==> src/rtl/tbb1143_bus_writer.sv <==
// tbb1143_bus_writer
//
// Host-side write stage for the TBB1143 sound core. Register-write commands
// (4-bit address plus 8-bit data) arrive over a valid/ready handshake and are
// buffered in a small FIFO. Each command is then sent to the core's nibble bus
// as three nibbles: the address with A0=1, then the data low and high nibbles
// with A0=0. Every nibble gets a setup, strobe and hold phase of programmable
// length.
//
// Ports
//   CLK       system clock; all state changes on its rising edge
//   RST       synchronous reset, active-high
//   in_valid  host command valid
//   in_ready  FIFO can accept a command (combinational, !full)
//   in_reg    target register address
//   in_data   register data
//   D         nibble bus to the core's data_in (registered)
//   A0        1 = address nibble, 0 = data nibble (registered)
//   WR        write strobe, active-high (registered)
//   busy      FIFO non-empty or a transfer in progress
//   level     current FIFO occupancy
module tbb1143_bus_writer #(
    parameter int unsigned FIFO_DEPTH = 4,
    parameter int unsigned SETUP_CYC  = 1,
    parameter int unsigned PULSE_CYC  = 2,
    parameter int unsigned HOLD_CYC   = 1,
    localparam int unsigned LvlW      = $clog2(FIFO_DEPTH) + 1
) (
    input  logic            CLK,
    input  logic            RST,
    input  logic            in_valid,
    output logic            in_ready,
    input  logic [3:0]      in_reg,
    input  logic [7:0]      in_data,
    output logic [3:0]      D,
    output logic            A0,
    output logic            WR,
    output logic            busy,
    output logic [LvlW-1:0] level
);

    localparam int unsigned PtrW = $clog2(FIFO_DEPTH);
    localparam int unsigned MaxCyc =
        (SETUP_CYC > PULSE_CYC) ? ((SETUP_CYC > HOLD_CYC) ? SETUP_CYC : HOLD_CYC)
                                : ((PULSE_CYC > HOLD_CYC) ? PULSE_CYC : HOLD_CYC);
    localparam int unsigned PhW = (MaxCyc > 1) ? $clog2(MaxCyc) : 1;

    localparam logic [PhW-1:0]  SetupLast = PhW'(SETUP_CYC - 1);
    localparam logic [PhW-1:0]  PulseLast = PhW'(PULSE_CYC - 1);
    localparam logic [PhW-1:0]  HoldLast  = PhW'(HOLD_CYC - 1);
    localparam logic [LvlW-1:0] FullLevel = LvlW'(FIFO_DEPTH);

    typedef enum logic [1:0] {
        StIdle,
        StSetup,
        StStrobe,
        StHold
    } state_e;

    // ------------------------------------------------------------------
    // Command FIFO
    // ------------------------------------------------------------------
    logic [11:0]     mem_q [FIFO_DEPTH];
    logic [PtrW-1:0] wr_ptr_q, rd_ptr_q;
    logic [LvlW-1:0] level_q, level_d;
    logic            fifo_empty, fifo_full;
    logic            push, pop;
    logic [11:0]     head;

    assign fifo_empty = (level_q == '0);
    assign fifo_full  = (level_q == FullLevel);
    assign in_ready   = !fifo_full;
    assign push       = in_valid && in_ready;
    assign head       = mem_q[rd_ptr_q];

    always_comb begin
        level_d = level_q;
        case ({push, pop})
            2'b10:   level_d = level_q + LvlW'(1);
            2'b01:   level_d = level_q - LvlW'(1);
            default: level_d = level_q;
        endcase
    end

    always_ff @(posedge CLK) begin
        if (RST) begin
            wr_ptr_q <= '0;
            rd_ptr_q <= '0;
            level_q  <= '0;
        end else begin
            if (push) begin
                wr_ptr_q <= wr_ptr_q + PtrW'(1);
            end
            if (pop) begin
                rd_ptr_q <= rd_ptr_q + PtrW'(1);
            end
            level_q <= level_d;
        end
    end

    // Storage needs no reset: the pointers and level define what is valid.
    always_ff @(posedge CLK) begin
        if (push) begin
            mem_q[wr_ptr_q] <= {in_reg, in_data};
        end
    end

    // ------------------------------------------------------------------
    // Serializer FSM
    // ------------------------------------------------------------------
    state_e         state_q, state_d;
    logic [PhW-1:0] phase_q, phase_d;
    logic [1:0]     nib_q, nib_d;
    logic [11:0]    cmd_q, cmd_d;
    logic [3:0]     d_q, d_d;
    logic           a0_q, a0_d;
    logic           wr_q, wr_d;

    always_comb begin
        state_d = state_q;
        phase_d = phase_q;
        nib_d   = nib_q;
        cmd_d   = cmd_q;
        pop     = 1'b0;

        unique case (state_q)
            StIdle: begin
                if (!fifo_empty) begin
                    pop     = 1'b1;
                    cmd_d   = head;
                    nib_d   = 2'd0;
                    phase_d = '0;
                    state_d = StSetup;
                end
            end
            StSetup: begin
                if (phase_q == SetupLast) begin
                    phase_d = '0;
                    state_d = StStrobe;
                end else begin
                    phase_d = phase_q + PhW'(1);
                end
            end
            StStrobe: begin
                if (phase_q == PulseLast) begin
                    phase_d = '0;
                    state_d = StHold;
                end else begin
                    phase_d = phase_q + PhW'(1);
                end
            end
            StHold: begin
                if (phase_q == HoldLast) begin
                    phase_d = '0;
                    if (nib_q != 2'd2) begin
                        nib_d   = nib_q + 2'd1;
                        state_d = StSetup;
                    end else if (!fifo_empty) begin
                        // Chain straight into the next command with no idle gap.
                        pop     = 1'b1;
                        cmd_d   = head;
                        nib_d   = 2'd0;
                        state_d = StSetup;
                    end else begin
                        state_d = StIdle;
                    end
                end else begin
                    phase_d = phase_q + PhW'(1);
                end
            end
            default: begin
                state_d = StIdle;
                phase_d = '0;
            end
        endcase
    end

    // Bus outputs are derived from the next state so they can be registered;
    // D/A0 only move on entry to SETUP, so they never change while WR is high.
    always_comb begin
        d_d  = 4'h0;
        a0_d = 1'b0;
        wr_d = 1'b0;
        if (state_d != StIdle) begin
            case (nib_d)
                2'd0:    d_d = cmd_d[11:8];
                2'd1:    d_d = cmd_d[3:0];
                default: d_d = cmd_d[7:4];
            endcase
            a0_d = (nib_d == 2'd0);
            wr_d = (state_d == StStrobe);
        end
    end

    always_ff @(posedge CLK) begin
        if (RST) begin
            state_q <= StIdle;
            phase_q <= '0;
            nib_q   <= 2'd0;
            cmd_q   <= 12'h000;
            d_q     <= 4'h0;
            a0_q    <= 1'b0;
            wr_q    <= 1'b0;
        end else begin
            state_q <= state_d;
            phase_q <= phase_d;
            nib_q   <= nib_d;
            cmd_q   <= cmd_d;
            d_q     <= d_d;
            a0_q    <= a0_d;
            wr_q    <= wr_d;
        end
    end

    assign D     = d_q;
    assign A0    = a0_q;
    assign WR    = wr_q;
    assign busy  = (state_q != StIdle) || !fifo_empty;
    assign level = level_q;

endmodule

==> config.mk <==
export PLATFORM = sky130hd
export DESIGN_NAME = tbb1143_bus_writer
export DESIGN_NICKNAME = d
export VERILOG_FILES = /design/src/rtl/tbb1143_bus_writer.sv
export SDC_FILE = /design/constraint.sdc
export NUM_CORES = 1
export LEC_CHECK = 0
export CAP_MARGIN = 30
export CORE_MARGIN = 4
export CORE_UTILIZATION = 57
export CTS_CLUSTER_DIAMETER = 60
export DETAILED_ROUTE_END_ITERATION = 8
export PLACE_DENSITY = 0.82
export SLEW_MARGIN = 20
export SYNTH_ARGS = -nofsm -noshare
export SYNTH_HDL_FRONTEND = slang
export SYNTH_SLANG_ARGS = --single-unit
==> constraint.sdc <==
create_clock -name CLK -period 2.7 [get_ports CLK]
set_input_delay 0.27 -clock CLK [delete_from_list [all_inputs] [get_ports CLK]]
set_output_delay 0.27 -clock CLK [all_outputs]
set_load 0.005 [all_outputs]
**Run 1: M1 wires**

Bar = 20 um.
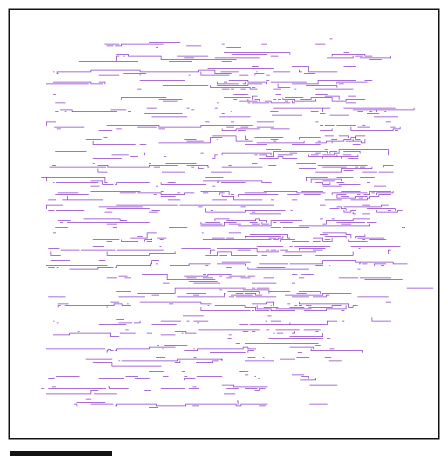
longest straight run	18.4 um
wire length on this layer	2510 um
nets with wire on the layer	253
share of all routed wire	46%
main direction	horizontal

**Run 1: M2 wires**

Bar = 20 um.
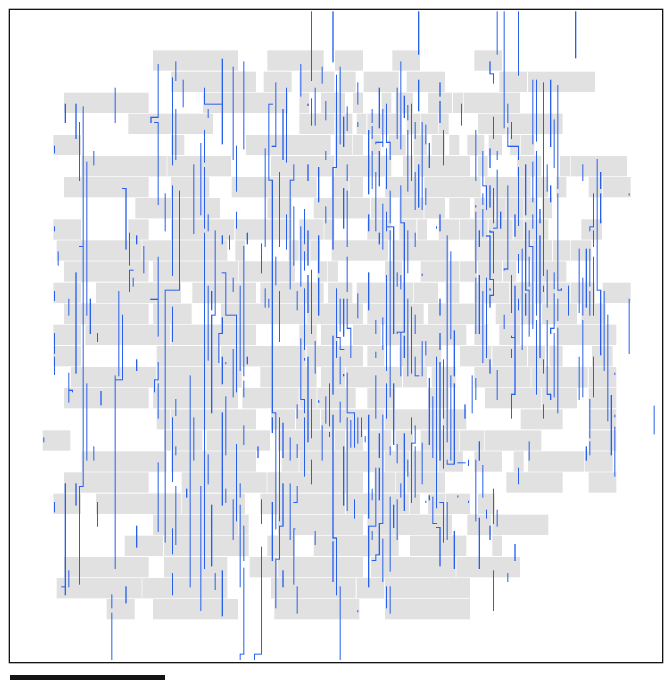
longest straight run	49.0 um
wire length on this layer	2610 um
main direction	vertical
share of all routed wire	47%

**Run 1: M3 wires**

Bar = 20 um.
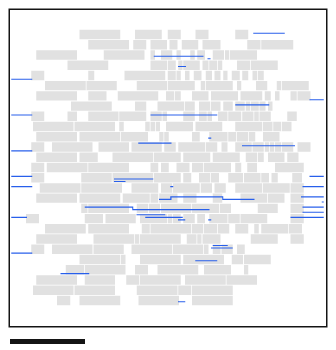
share of all routed wire	4.7%
longest straight run	20.2 um
nets with wire on the layer	31
wire length on this layer	260 um

==> run notes, run 1 <==
yosys + openroad results -> WL met3 260 um, register cell area after layout 2080 sq um, Worst VDD drop 480 uV, Ys Warns 0, DR vias/cell 5.74, ys flops 80, Area growth syn-to-layout 15.4%, Total GRT Usage 17.2%, Post-Syn Area 3300 sq um, Hold Path End wr_ptr_q[1], Reg2Reg Depth 11, grt met1 use 22.5%, initial core utilization 59.1%, Worst-path clk slew 0.08 ns, I/O pins 26, Commonest Layout Cell edfxtp_1, Final WS setup 0.212 ns, crit-path cells inv_1 -> ha_1 -> inv_1 -> o211ai_1 -> inv_2 -> ha_1 -> inv_1 -> fa_1 -> xor2_1 -> or3_1 -> a21oi_1, gr ovfl total 0, busiest grt layer met2, antenna cell count 0, Post-CTS Repair Setup Buffers 0, DP HPWL 3.69 mm, core footprint 5570 sq um, CTS tree yes, hold crit path type register to register, initial DRC count 165, Slew Limit Fails 0, Hold WS 0.518 ns, Worst Max-Slew Pin Slew 0.642 ns, Post-Layout Inst Area 3800 sq um, Post-Syn Area per Cell 14.6 sq um, routed len/inst 16.4 um, Worst Hold Launch wr_ptr_q[1], Worst R2R Start state_q[1], Inst Count DP 320, Fillers 393, WP buf/inv 4, Clock Skews 0.00956 ns, Log Warnings 32, pre-CTS WS 0.142 ns, Arr. time, crit path 2.77 ns, WL met1 2.51 mm, Main synth FF type edfxtp_1, family with the most delay on the worst path adder cells, Finished Core Util 68.2%, Clock Latency Late Sink 0.34 ns, met3 Track Usage GR 3.55%, first-pass GRT wire length 9.47 mm, Worst setup SP type register, Longest Clk Path Bufs 2, Top logic family AND-OR/OR-AND gates, worst endpoint required time 2.98 ns, Final Cycle Share 92.1%, mux share 9.42%, H-tree depth 3, logic area 1100 sq um, dpl cell area 3630 sq um, ys cells 226, Final Hold Vio Count 0, synthesized instance count 226, vias in the first global route 1960, Die X-Extent 84.0 um, Post-Synth Simple-Gate Area 8.77%, outcome completed, Pre-antenna DRT Iters 4, Clk Tree Root Cell clkbuf_8, met2 wire len 2.61 mm, Worst Setup End Kind register, relative slew slack 57.2%, total power 3710 uW, xor/xnor share of the synthesized area 1.33%, aoi share 9.68%, post_cts resized 0, routed wire length 5.51 mm, GR Util met2 25.9%, yosys adder share 4.02%, floorplan net count 251, Reg2Reg Setup Slack 0.21 ns, post-route ant nets 0, Yosys cell types 46, setup TNS 0 ns, # DRC 0, count of library flops with an enable pin 48, WHS Path Cells 2, CTS sink count 80, Crit Reg-Reg Endpoint level[2], CTS Buf Count 9, Async S/R FF share, synth 0%, RSZ-0062 raised after global routing false, min cycle time layout 2.49 ns, routability cong. 0.770, Max Freq 402 MHz, Pleak 0.00132 uW, most used cell, CP inv_1, # hold bufs at CTS 0, Final nets 284, DIE HEIGHT 84.0 um, Setup violations, final 0
-- run 1: state kept, by name, summed over array words and instances (netlist names), named ones only --
| name | flops |
|---|---|
| A0 | 1 |
| D | 4 |
| WR | 1 |
| cmd_q | 12 |
| level | 3 |
| mem_q | 48 |
| nib_q | 2 |
| phase_q | 1 |
| rd_ptr_q | 2 |
| state_q | 2 |
| wr_ptr_q | 2 |
-- run 1: cells in the mapped netlist, drive strengths merged (3+ instances only) --
cell type | instances | area [sq um]
xnor2 | 3 | 26.3
nand2 | 3 | 11.3
o21ai | 5 | 28.8
buf | 5 | 32.5
mux2i | 4 | 40.0
dfxtp | 32 | 641
and3 | 4 | 25.0
mux4 | 12 | 270
o2bb2ai | 12 | 105
nor4b | 3 | 41.3
nor2 | 10 | 37.5
a22o | 4 | 35.0
inv | 21 | 78.8
edfxtp | 48 | 1440
nor2b | 15 | 93.8
ha | 9 | 113
a21oi | 8 | 40.0
-- run 1: power by group --
part	total [uW]	internal, uW	switching, uW
Clock	761	331	430
Sequential	1660	1530	127
Combinational	1290	629	661
-- run 1: layout make-up --
cell class / instances / share of cell area, %
sequential: 80 / 54.8
multi-input combinational: 118 / 28.9
timing repair buffer: 29 / 7.37
clock buffer: 9 / 3.26
tap: 72 / 2.37
inverter: 21 / 2.07
clock inverter: 7 / 1.28
-- run 1: worst max-delay path by stage --
stage	startpoint	to	depth (start not counted)
final	state_q[1]	level[2]	11
after global routing	state_q[1]	level[2]	11
after detailed placement	state_q[0]	level[2]	11
after CTS	state_q[0]	level[2]	11
after global placement	state_q[0]	level[2]	11
after floorplan	state_q[0]	level[2]	11
**Run 1: track usage over the die**

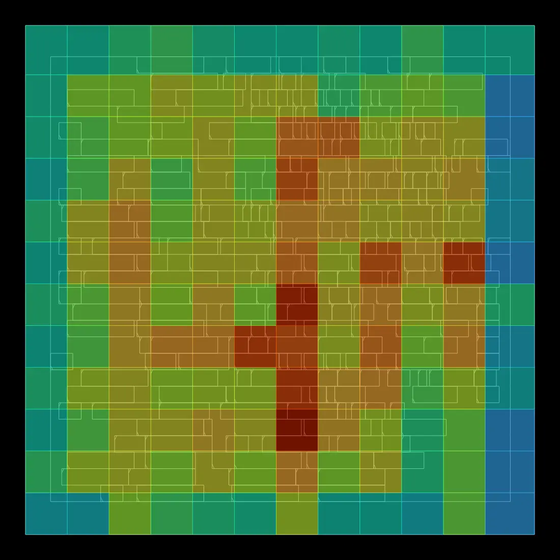

## Run 2: what changed since run 1
Settings changed: ABC_AREA set to 1, CORE_UTILIZATION 57 to 58, PLACE_DENSITY 0.82 to 0.83.
**Run 2: track usage over the die**

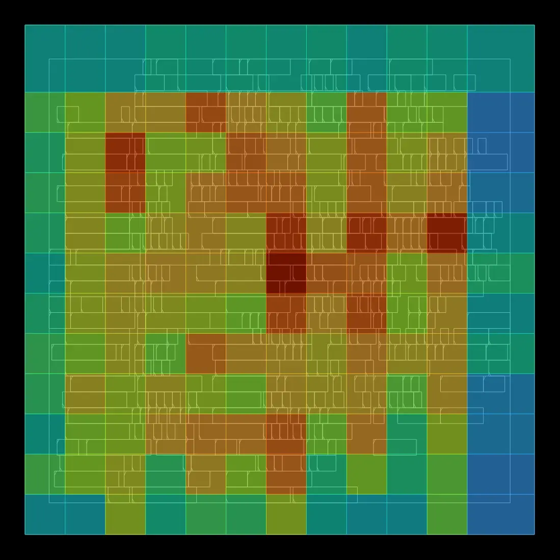
busiest grt layer: met2
grt met1 use: 23.7%
GR Util met2: 34.7%
met3 Track Usage GR: 5.20%
Total GRT Usage: 20.0%

**Run 2: M1 wires**

Bar = 20 um.
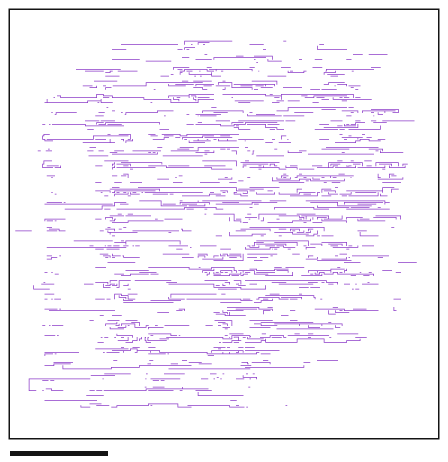
share of all routed wire	42%
main direction	horizontal
wire length on this layer	2890 um

==> run 2 against run 1 <==
Compared with the run above:
- routed wire length grew 24%
- non-clock buffer count grew 4
- synthesized cell count grew 76%
- clock power is 31% higher
- register-to-register slack is essentially flat
- clock skew grew 0.0023 ns
- via count up 35%
- sequential share of layout area is 5.6 points lower
- global-route usage increased by 2.9 points
- worst hold slack got worse by 0.042 ns
- worst setup slack worse by 0.011 ns
- largest cell class unchanged
==> run notes, run 2 <==
yosys + openroad results -> cell taking the most area after synthesis edfxtp_1, Top logic family simple AND/OR/NAND/NOR gates, Fillers 456 (+16%), Yosys cell types 31 (-33%), Clk Tree Root Cell clkbuf_8, routed len/inst 13.4 um (-19%), CTS sink count 80 (unchanged), Max Freq 400 MHz (-0.43%), Main synth FF type edfxtp_1, Async S/R FF share, synth 0% (unchanged), pre-CTS WS 0.0419 ns (-0.100 ns), Post-Synth Simple-Gate Area 23.7% (+15 points), Worst-path clk slew 0.09 ns (about the same), mux share 0% (-9.4 points), Longest Clk Path Bufs 2 (unchanged), largest net degree at the start of global routing 25, Worst Max-Slew Pin Slew 0.473 ns (-0.169 ns), Pre-antenna DRT Iters 4 (unchanged), Ys Warns 0 (unchanged), routability cong. 0.808 (+4.9%), Post-CTS Repair Setup Buffers 0 (unchanged), Setup violations, final 0 (unchanged), Die X-Extent 87.4 um (+4.0%), Clock Latency Late Sink 0.36 ns (+0.02 ns), post-route ant nets 0 (unchanged), dpl cell area 3990 sq um (+10%), DR vias/cell 5.10 (-11%), Clock Skews 0.0119 ns (+0.00230 ns), DP HPWL 4.66 mm (+26%), WP buf/inv 3 (-1), Cell area leaders edfxtp_1 (39%), dfxtp_1 (18%), nand2_1 (12%), Final WS setup 0.201 ns (-0.0107 ns), top cell type's share of synthesized area 39.4% (-4.4 points), I/O pins 26 (unchanged), Pleak 0.00184 uW (+40%), yosys adder share 3.62% (-0.40 points), max reg flops 48 (unchanged), synthesized instance count 398 (+76%), initial DRC count 173 (+4.8%), Inst Count DP 495 (+55%), Worst Setup End Kind register, routed wire length 6.82 mm (+24%), aoi share 6.77% (-2.9 points), initial core utilization 60.7% (+1.6 points), number of buffers added on ports 25, Post-Syn Area per Cell 9.20 sq um (-37%), Area growth syn-to-layout 15.6%, Post-Syn Area 3660 sq um (+11%), CTS Buf Count 9 (unchanged), vias in the first global route 2553 (+30%), fraction of layout cells with a size suffix above 1 13.1%, gr ovfl total 0 (unchanged), Final Hold Vio Count 0 (unchanged), worst-path fanout max 9, crit-path cells inv_1 -> ha_4 -> nor2_4 -> nand3_2 -> nand2_4 -> nand2_4 -> inv_4 -> ha_1 -> inv_1 -> fa_1 -> a21oi_1 -> o21ai_1 -> o21ai_1 -> a21oi_1, first-pass GRT wire length 11.7 mm (+23%), Commonest Layout Cell nand2_1, Slew Limit Fails 0 (unchanged), Finished Core Util 70.2% (+2.0 points), max-capacitance violation count 0, ys flops 80 (unchanged), DIE HEIGHT 87.4 um (+4.0%), floorplan net count 423 (+69%), # DRC 0 (unchanged), top-count cell post-synth nand2_1, outcome completed, largest register by flop count mem_q, family with the most delay on the worst path adder cells, Log Warnings 32 (unchanged), hold crit path type register to register, ys cells 398 (+76%), antenna cell count 0 (unchanged), Final nets 456 (+61%), H-tree depth 3 (unchanged), relative slew slack 68.4% (+11 points), RSZ-0062 raised after global routing false, Post-Layout Inst Area 4230 sq um (+11%), count of library flops with an enable pin 48 (unchanged), setup TNS 0 ns (unchanged), Hold WS 0.475 ns (-0.0423 ns), min cycle time layout 2.50 ns (+0.0107 ns), CTS tree yes, Final Cycle Share 92.5% (+0.40 points), Worst setup SP type register, Arr. time, crit path 2.73 ns (-0.04 ns), # hold bufs at CTS 0 (unchanged), xor/xnor share of the synthesized area 0% (-1.3 points), Post-synth top cells nand2_1 (114), inv_1 (59), edfxtp_1 (48)
==> run 2: layout make-up <==
cell class / instances / area, sq um / area share, %
clock buffer: 9 / 124 / 2.93
clock inverter: 7 / 103 / 2.42
inverter: 67 / 254 / 6.00
multi-input combinational: 240 / 1260 / 29.9
sequential: 80 / 2080 / 49.2
tap: 75 / 93.8 / 2.22
timing repair buffer: 33 / 310 / 7.33
==> run 2: final timing paths <==
kind / from / to / slack [ns] / cells after the start
hold reg to reg: rd_ptr_q[1] / rd_ptr_q[1] / 0.48 / 2
hold / removal: rd_ptr_q[1] / rd_ptr_q[1] / 0.48 / 2
setup reg to reg: state_q[1] / level[2] / 0.20 / 14
setup / recovery: state_q[1] / level[2] / 0.20 / 14
==> run 2: logic make-up after synthesis <==
group | Yosys count
adder cells (fa/ha/maj) | 10
AND/OR/NAND/NOR | 188
AND-OR/OR-AND | 42
buffers and inverters | 78
flip-flops | 80
==> run 2: per-layer routing <==
metal	vias up	wire [um]	track usage, %
met3	12	344	5.20
met1	1203	2890	23.7
met5	-	0	0
li1	1338	-	-
met2	53	3450	34.7
met4	0	137	7.67
==> run 2: worst min-delay path, stage by stage (launching register included) <==
cell	delay (ns)
dfxtp_1	0.30
inv_1	0.05
a21oi_1	0.07
==> run 2: power by group <==
part / leakage (uW) / internal, uW / total (uW) / switching, uW
sequential: 0.000702 / 1540 / 1640 / 101
clock: 0.000110 / 530 / 999 / 469
combinational: 0.00103 / 579 / 1550 / 967
==> run 2: timing repair <==
item / 4_1_cts / 5_1_grt
endpoints found under the hold margin: 0 / 0
resized: 0 / 5
setup endpoints to repair: 0 / 1
No activity file was given, so power comes from the tool's default toggle rates.
